$ cat config.mk
export PLATFORM = sky130hd
export DESIGN_NAME = core_unit_arbiter
export DESIGN_NICKNAME = d
export VERILOG_FILES = /design/src/rtl/core_unit_arbiter.sv
export SDC_FILE = /design/constraint.sdc
export NUM_CORES = 1
export LEC_CHECK = 0
export CAP_MARGIN = 15
export CORE_AREA = 2 2 246 151
export CTS_BUF_LIST = sky130_fd_sc_hd__clkbuf_4 sky130_fd_sc_hd__clkbuf_8
export DETAILED_ROUTE_END_ITERATION = 12
export DIE_AREA = 0 0 248 153
export GPL_ROUTABILITY_DRIVEN = 1
export PLACE_DENSITY = 0.84
export RECOVER_POWER = 25
export SYNTH_ARGS = -nofsm -noshare
export SYNTH_HDL_FRONTEND = slang
export SYNTH_HIERARCHICAL = 1
export SYNTH_SLANG_ARGS = --single-unit
$ cat constraint.sdc
create_clock -name clk -period 5.1 [get_ports clk]
set_input_delay 0.51 -clock clk [delete_from_list [all_inputs] [get_ports clk]]
set_output_delay 0.51 -clock clk [all_outputs]
set_load 0.01 [all_outputs]
$ cat src/rtl/core_unit_arbiter.sv
// Round-robin arbiter that shares one ALU and one valid/ready memory port between N hardware threads.
// Only one request is in flight at a time; the RESP state doubles as an arbitration slot.
package core_unit_pkg;
  typedef logic [31:0] word_t;

  typedef enum logic [1:0] {
    UNIT_SEL_ALU  = 2'd0,
    UNIT_SEL_MEM  = 2'd1,
    UNIT_SEL_NONE = 2'd2,
    UNIT_SEL_RSVD = 2'd3
  } unit_sel_t;

  typedef enum logic [3:0] {
    ALU_ADD   = 4'd0,
    ALU_SUB   = 4'd1,
    ALU_AND   = 4'd2,
    ALU_OR    = 4'd3,
    ALU_XOR   = 4'd4,
    ALU_SLL   = 4'd5,
    ALU_SRL   = 4'd6,
    ALU_SRA   = 4'd7,
    ALU_SLT   = 4'd8,
    ALU_SLTU  = 4'd9,
    ALU_PASS0 = 4'd10,
    ALU_PASS1 = 4'd11
  } alu_ctrl_t;
endpackage

module core_unit_alu
  import core_unit_pkg::*;
#(
  parameter int WORD_W = 32
) (
  input  logic [WORD_W-1:0] ctrl,
  input  logic [WORD_W-1:0] a,
  input  logic [WORD_W-1:0] b,
  output logic [WORD_W-1:0] y
);
  localparam int SH_W = $clog2(WORD_W);

  alu_ctrl_t op;
  logic      legal;

  // Control words with any bit set above the opcode field are treated as undefined and yield 0.
  always_comb begin
    op    = alu_ctrl_t'(ctrl[3:0]);
    legal = (ctrl[WORD_W-1:4] == '0);
    y     = '0;
    if (legal) begin
      case (op)
        ALU_ADD:   y = a + b;
        ALU_SUB:   y = a - b;
        ALU_AND:   y = a & b;
        ALU_OR:    y = a | b;
        ALU_XOR:   y = a ^ b;
        ALU_SLL:   y = a << b[SH_W-1:0];
        ALU_SRL:   y = a >> b[SH_W-1:0];
        ALU_SRA:   y = $signed(a) >>> b[SH_W-1:0];
        ALU_SLT:   y = {{(WORD_W-1){1'b0}}, ($signed(a) < $signed(b))};
        ALU_SLTU:  y = {{(WORD_W-1){1'b0}}, (a < b)};
        ALU_PASS0: y = a;
        ALU_PASS1: y = b;
        default:   y = '0;
      endcase
    end
  end
endmodule

module core_unit_arbiter
  import core_unit_pkg::*;
#(
  parameter int N_THREADS = 4,
  parameter int WORD_W    = 32
) (
  input  logic                               clk,
  input  logic                               rst,
  input  logic [N_THREADS-1:0]               req_valid,
  input  unit_sel_t [N_THREADS-1:0]          req_sel,
  input  logic [N_THREADS-1:0][WORD_W-1:0]   req_ctrl,
  input  logic [N_THREADS-1:0][WORD_W-1:0]   req_in0,
  input  logic [N_THREADS-1:0][WORD_W-1:0]   req_in1,
  output logic [N_THREADS-1:0]               rsp_valid,
  output logic [WORD_W-1:0]                  rsp_data,
  output logic                               mem_valid,
  input  logic                               mem_ready,
  output logic [WORD_W-1:0]                  mem_addr,
  output logic [WORD_W-1:0]                  mem_din,
  output logic                               mem_we,
  input  logic                               mem_rvalid,
  input  logic [WORD_W-1:0]                  mem_rdata
);
  localparam int TID_W = $clog2(N_THREADS);

  typedef enum logic [2:0] {
    IDLE,
    EXEC,
    MEM_REQ,
    MEM_WAIT,
    RESP
  } state_t;

  state_t              state_q, state_d;
  logic [TID_W-1:0]    rr_q, tid_q, grant_idx, rr_next;
  logic [TID_W:0]      idx;
  logic                grant_found, can_grant, grant_mem, mem_hs;
  unit_sel_t           sel_q;
  logic [WORD_W-1:0]   ctrl_q, in0_q, in1_q, alu_y;
  logic [N_THREADS-1:0] cand;

  assign cand      = req_valid & ~rsp_valid;
  assign can_grant = (state_q == IDLE) || (state_q == RESP);
  assign grant_mem = (req_sel[grant_idx] == UNIT_SEL_MEM);
  assign mem_hs    = mem_valid & mem_ready;
  assign rr_next   = (grant_idx == TID_W'(N_THREADS - 1)) ? '0 : grant_idx + 1'b1;

  assign mem_addr = in0_q;
  assign mem_din  = in1_q;
  assign mem_we   = ctrl_q[0];

  // Round-robin search: first candidate at or after the pointer, wrapping past the last thread.
  always_comb begin
    grant_found = 1'b0;
    grant_idx   = '0;
    idx         = '0;
    for (int i = 0; i < N_THREADS; i++) begin
      idx = {1'b0, rr_q} + (TID_W + 1)'(i);
      if (idx >= (TID_W + 1)'(N_THREADS)) begin
        idx = idx - (TID_W + 1)'(N_THREADS);
      end
      if (!grant_found && cand[idx[TID_W-1:0]]) begin
        grant_found = 1'b1;
        grant_idx   = idx[TID_W-1:0];
      end
    end
  end

  always_comb begin
    state_d = state_q;
    case (state_q)
      IDLE, RESP: begin
        if (grant_found) begin
          state_d = grant_mem ? MEM_REQ : EXEC;
        end else begin
          state_d = IDLE;
        end
      end
      EXEC:     state_d = RESP;
      MEM_REQ:  if (mem_hs) state_d = mem_we ? RESP : MEM_WAIT;
      MEM_WAIT: if (mem_rvalid) state_d = RESP;
      default:  state_d = IDLE;
    endcase
  end

  always_ff @(posedge clk or negedge rst) begin
    if (!rst) begin
      state_q <= IDLE;
    end else begin
      state_q <= state_d;
    end
  end

  // Payload is frozen at grant so requesters may change req_* freely while their request runs.
  always_ff @(posedge clk or negedge rst) begin
    if (!rst) begin
      rr_q   <= '0;
      tid_q  <= '0;
      sel_q  <= UNIT_SEL_ALU;
      ctrl_q <= '0;
      in0_q  <= '0;
      in1_q  <= '0;
    end else if (can_grant && grant_found) begin
      rr_q   <= rr_next;
      tid_q  <= grant_idx;
      sel_q  <= req_sel[grant_idx];
      ctrl_q <= req_ctrl[grant_idx];
      in0_q  <= req_in0[grant_idx];
      in1_q  <= req_in1[grant_idx];
    end
  end

  core_unit_alu #(.WORD_W(WORD_W)) u_alu (
    .ctrl (ctrl_q),
    .a    (in0_q),
    .b    (in1_q),
    .y    (alu_y)
  );

  // rsp_valid pulses only on entry to RESP, which can never follow RESP directly.
  always_ff @(posedge clk or negedge rst) begin
    if (!rst) begin
      rsp_valid <= '0;
      rsp_data  <= '0;
      mem_valid <= 1'b0;
    end else begin
      rsp_valid <= (state_d == RESP) ? (N_THREADS'(1) << tid_q) : '0;
      if (can_grant && grant_found && grant_mem) begin
        mem_valid <= 1'b1;
      end else if (state_q == MEM_REQ && mem_hs) begin
        mem_valid <= 1'b0;
      end
      case (state_q)
        EXEC:     rsp_data <= (sel_q == UNIT_SEL_ALU) ? alu_y : '0;
        MEM_REQ:  if (mem_hs && mem_we) rsp_data <= '0;
        MEM_WAIT: if (mem_rvalid) rsp_data <= mem_rdata;
        default:  rsp_data <= rsp_data;
      endcase
    end
  end
endmodule

==> notes.md <==
The flow run is done. TritonCTS built the clock tree. The initialized floorplan defines ~54 standard-cell rows. In the global route stage, overall resource usage came out at between 40 and 50%. The number of antenna violations at the first check in global routing is 7. The slowest stage of the critical path belongs to the cell sky130_fd_sc_hd__inv_2. The report gives the cell count of the worst hold path as 2.

As logged by OpenROAD, the buffers inserted on ports number around 530. Area of the core landed at around 36000 um2. In the final design database the tool counted roughly 3200 nets. The total overflow left after global routing is 0. Total wire length landed at 90.03 mm. After detailed routing, the number of vias per cell comes to 6.866.

Actual transition at the worst max-transition pin landed at around 4 ns. Post-route worst hold slack landed at around 0.48 ns. The number of placed instances, taps included, is 3142. The tree is rooted in a sky130_fd_sc_hd__clkbuf_8.

Fill cells in the final layout number between 2000 and 3000. Entering global routing, the biggest net connects approximately 95 pins. The final timing report lists a hold violation count of 0. Per the slew report, the remaining headroom to the max-slew limit stands at -161.3%. Number of distinct library cells after synthesis landed at 91. Effective utilization at floorplan landed at about half. Synthesis produced a netlist with a net count of about 2800.

The synthesis report lists the most area-consuming cells as sky130_fd_sc_hd__dfrtp_1, sky130_fd_sc_hd__mux2i_1, sky130_fd_sc_hd__ha_1, sky130_fd_sc_hd__nand2_1, sky130_fd_sc_hd__o221ai_1. The signal on the critical path passes through inv_2 -> ha_1 -> o211ai_1 -> o211ai_1 -> a311oi_1 -> buf_4 -> nor2_1 -> a311oi_1 -> and2_1 -> nor2_1 -> or4_1 -> a211oi_1 -> a22oi_1 -> o21ai_0. Detail-routed net length per standard cell landed at approximately 28 um. Before antenna repair, the detailed router went through 7 iterations. Count of cells resized by post-cts repair landed at 0. After routing, the total negative slack on setup checks comes to 0 ns. Total number of warnings across the stage logs landed at ~98. STA classifies the critical path endpoint as a flip-flop. Count of flip-flops with a built-in enable after synthesis landed at 0. Per the detail_route report, DRC violations left total 0. Setup repair after global routing left no endpoint under its margin. STA puts the critical path data arrival time at around 4.7 ns. The final timing report derives a shortest allowable period of ~4.3 ns.

Critical path depth in cells landed at 14. Count of instantiated cells in the yosys netlist landed at around 2200. The first global-routing pass estimated 131.1 mm of wire. The flow ran to the end, but the final reports show violations.

Final-report max-slew violation count landed at roughly 65. Along the critical path, the tally of buffer and inverter instances is 2. Maximum level of the CTS H-tree landed at 4. The portion of synthesized area spent on multiplexers is 19.33%. Number of buffers inserted to repair setup after CTS landed at 0. Final standard cell area without fillers landed at 23940 um2. STA classifies the critical path startpoint as a flip-flop. Power density relative to cell area landed at 745.6 nW/um2. Number of cells in the finished layout apart from fillers landed at 3177. Count of state elements after synthesis landed at 142. In this run the vertical extent of the chip is 153 um. Setup slack on the worst path after placement came out at around 0.9 ns.

Maximum clock skew at final layout landed at roughly 0.032 ns. Global placement routability congestion landed at around 1.1. Warnings reported by Yosys during synthesis add up to 6. Area fraction in compound gates after synthesis landed at ~29%.

The placement stage leaves a total instance area of roughly 24000 um2. Clock input transition at the sequential cells of the worst setup and hold paths landed at 0.10 ns. From left edge to right edge, the die measures 248 um.

The type recorded for the worst min-delay path is reg -> reg. The synthesized netlist devotes less than 1% of its cell area to XOR and XNOR gates. Count of clock tree sinks landed at ~140. Residual antenna-violating net count after detailed routing landed at 0. Buffers inserted to repair hold after CTS numbered 1.

In the layout the commonest cells are sky130_fd_sc_hd__clkdlybuf4s50_1, sky130_fd_sc_hd__nand2_1, sky130_fd_sc_hd__mux2i_1, sky130_fd_sc_hd__nor2_1, sky130_fd_sc_hd__o21ai_0. Mean cell area of the mapped netlist landed at 7.864 um2. The checks that failed: capacitance limit, slew limit. Fraction of post-synthesis cell area in the top cell type by area landed at 20.18%. Worst-path maximum fanout landed at 37. Per the timing report, the achievable frequency comes out to about 230 MHz.

Boundary pin count landed at between 500 and 600. In this run the deepest clock path goes through 2 buffers. In this run, CTS created clock tree buffers numbering 17.

In the synthesized netlist the dominant register cell turns out to be sky130_fd_sc_hd__dfrtp_1. Worst-skew pair later-pin latency landed at between 0.5 and 0.6 ns. Of all flip-flops after synthesis, the portion carrying an async set or reset was 100.0%. In this run the VDD rail shows a maximum IR drop of 0.0004025 V. Once layout is complete, the utilization of the core stands at between 60 and 70%. Placed wire-length estimate landed at around 70 mm. Number of global-route vias before repair landed at roughly 21000. Dividing the final minimum period by the clock period gives a little over four fifths. Number of standard cells after synthesis landed at approximately 2200.

Total power for the finished layout comes to 0.01785 W. By instance count after routing, the leading logic cell type is sky130_fd_sc_hd__clkdlybuf4s50_1. The final report lists the setup-violating endpoint count as 0. Area of the synthesized netlist per yosys stat landed at ~18000 um2. Number of max-cap violations landed at 1.
==> synthesized netlist by cell type (all sizes together) (22+ instances only) <==
library cell  number
inv               98
a221oi            28
a21oi            144
dfrtp            142
ha               104
nor3              41
o211ai            37
buf               57
mux4              30
a31oi             22
nand2            272
clkbuf           138
o221ai           104
o21ai            154
nor2             182
mux2i            258
a22oi             46
nand3             34
a211oi            27
==> routing by layer <==
metal | track usage, % | vias to the layer above | part of all wire, %
li1 | - | 9357 | -
met1 | 62.76 | 10400 | 39
met4 | 13.69 | 12 | 3.4
met2 | 64.98 | 1783 | 41
met5 | 0 | - | 0.11
met3 | 20.88 | 257 | 16
==> flip-flops by register name (all words and copies together), names as in the netlist <==
name       flops
mem_din       32
tid_q          2
mem_addr      32
state_q        3
rr_q           2
rsp_data      32
mem_valid      1
sel_q          2
rsp_valid      4
ctrl_q        32
==> power breakdown <==
part	internal [W]	switching (W)
Sequential	0.00162	0.000768
Clock	0.000463	0.000611
Combinational	0.00523	0.00915
==> layout make-up <==
cell class	instances	area, um2	share of cell area, %
sequential	142	3561	14.87
tap	476	595.6	2.488
inverter	101	379.1	1.583
clock inverter	15	192.7	0.8048
timing repair buffer	623	6070	25.35
antenna	2	5.005	0.02090
clock buffer	17	234.0	0.9773
multi-input combinational	1801	12900	53.90
==> path summary, 6_finish.rpt <==
check / start / end / slack [ns]
max: mem_din[2] / rsp_data[17] / 0.80
min reg2reg: rsp_data[4] / rsp_data[4] / 0.48
max reg2reg: mem_din[2] / rsp_data[17] / 0.80
min: rsp_data[4] / rsp_data[4] / 0.48
max in group asynchronous: rst / ctrl_q[27] / 0.97
min in group asynchronous: rst / rsp_data[29] / 1.84
### Placed cells, one color a class

Fill, decap, tap and diode cells in gray.
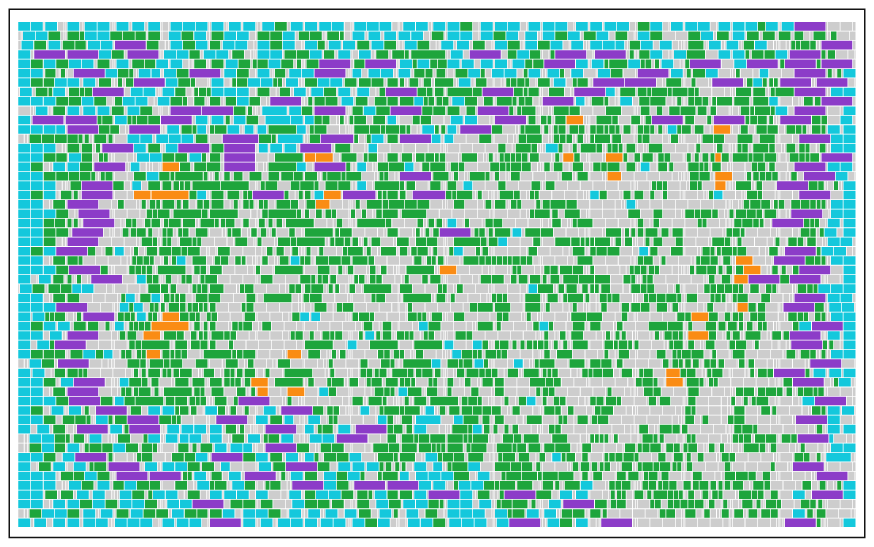
Key: flops = purple [cells 142]; clock drivers and dummy loads = orange [cells 32]; other buffers and delay cells = cyan [cells 623]; all other logic = green [cells 1902]

### The metal 3 layer

The bar under the picture is 50 um long.
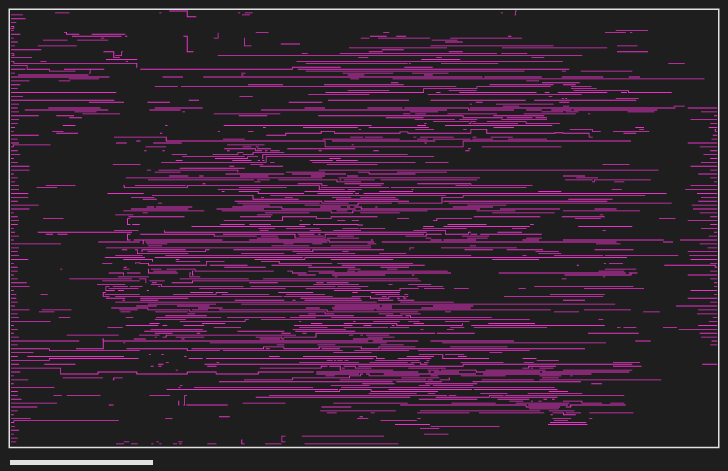
The layer carries 14800 um of wire. The wires run mostly horizontal. 637 nets have wire on it.

Power figures rest on the tool's default switching activity, not on a simulated workload.
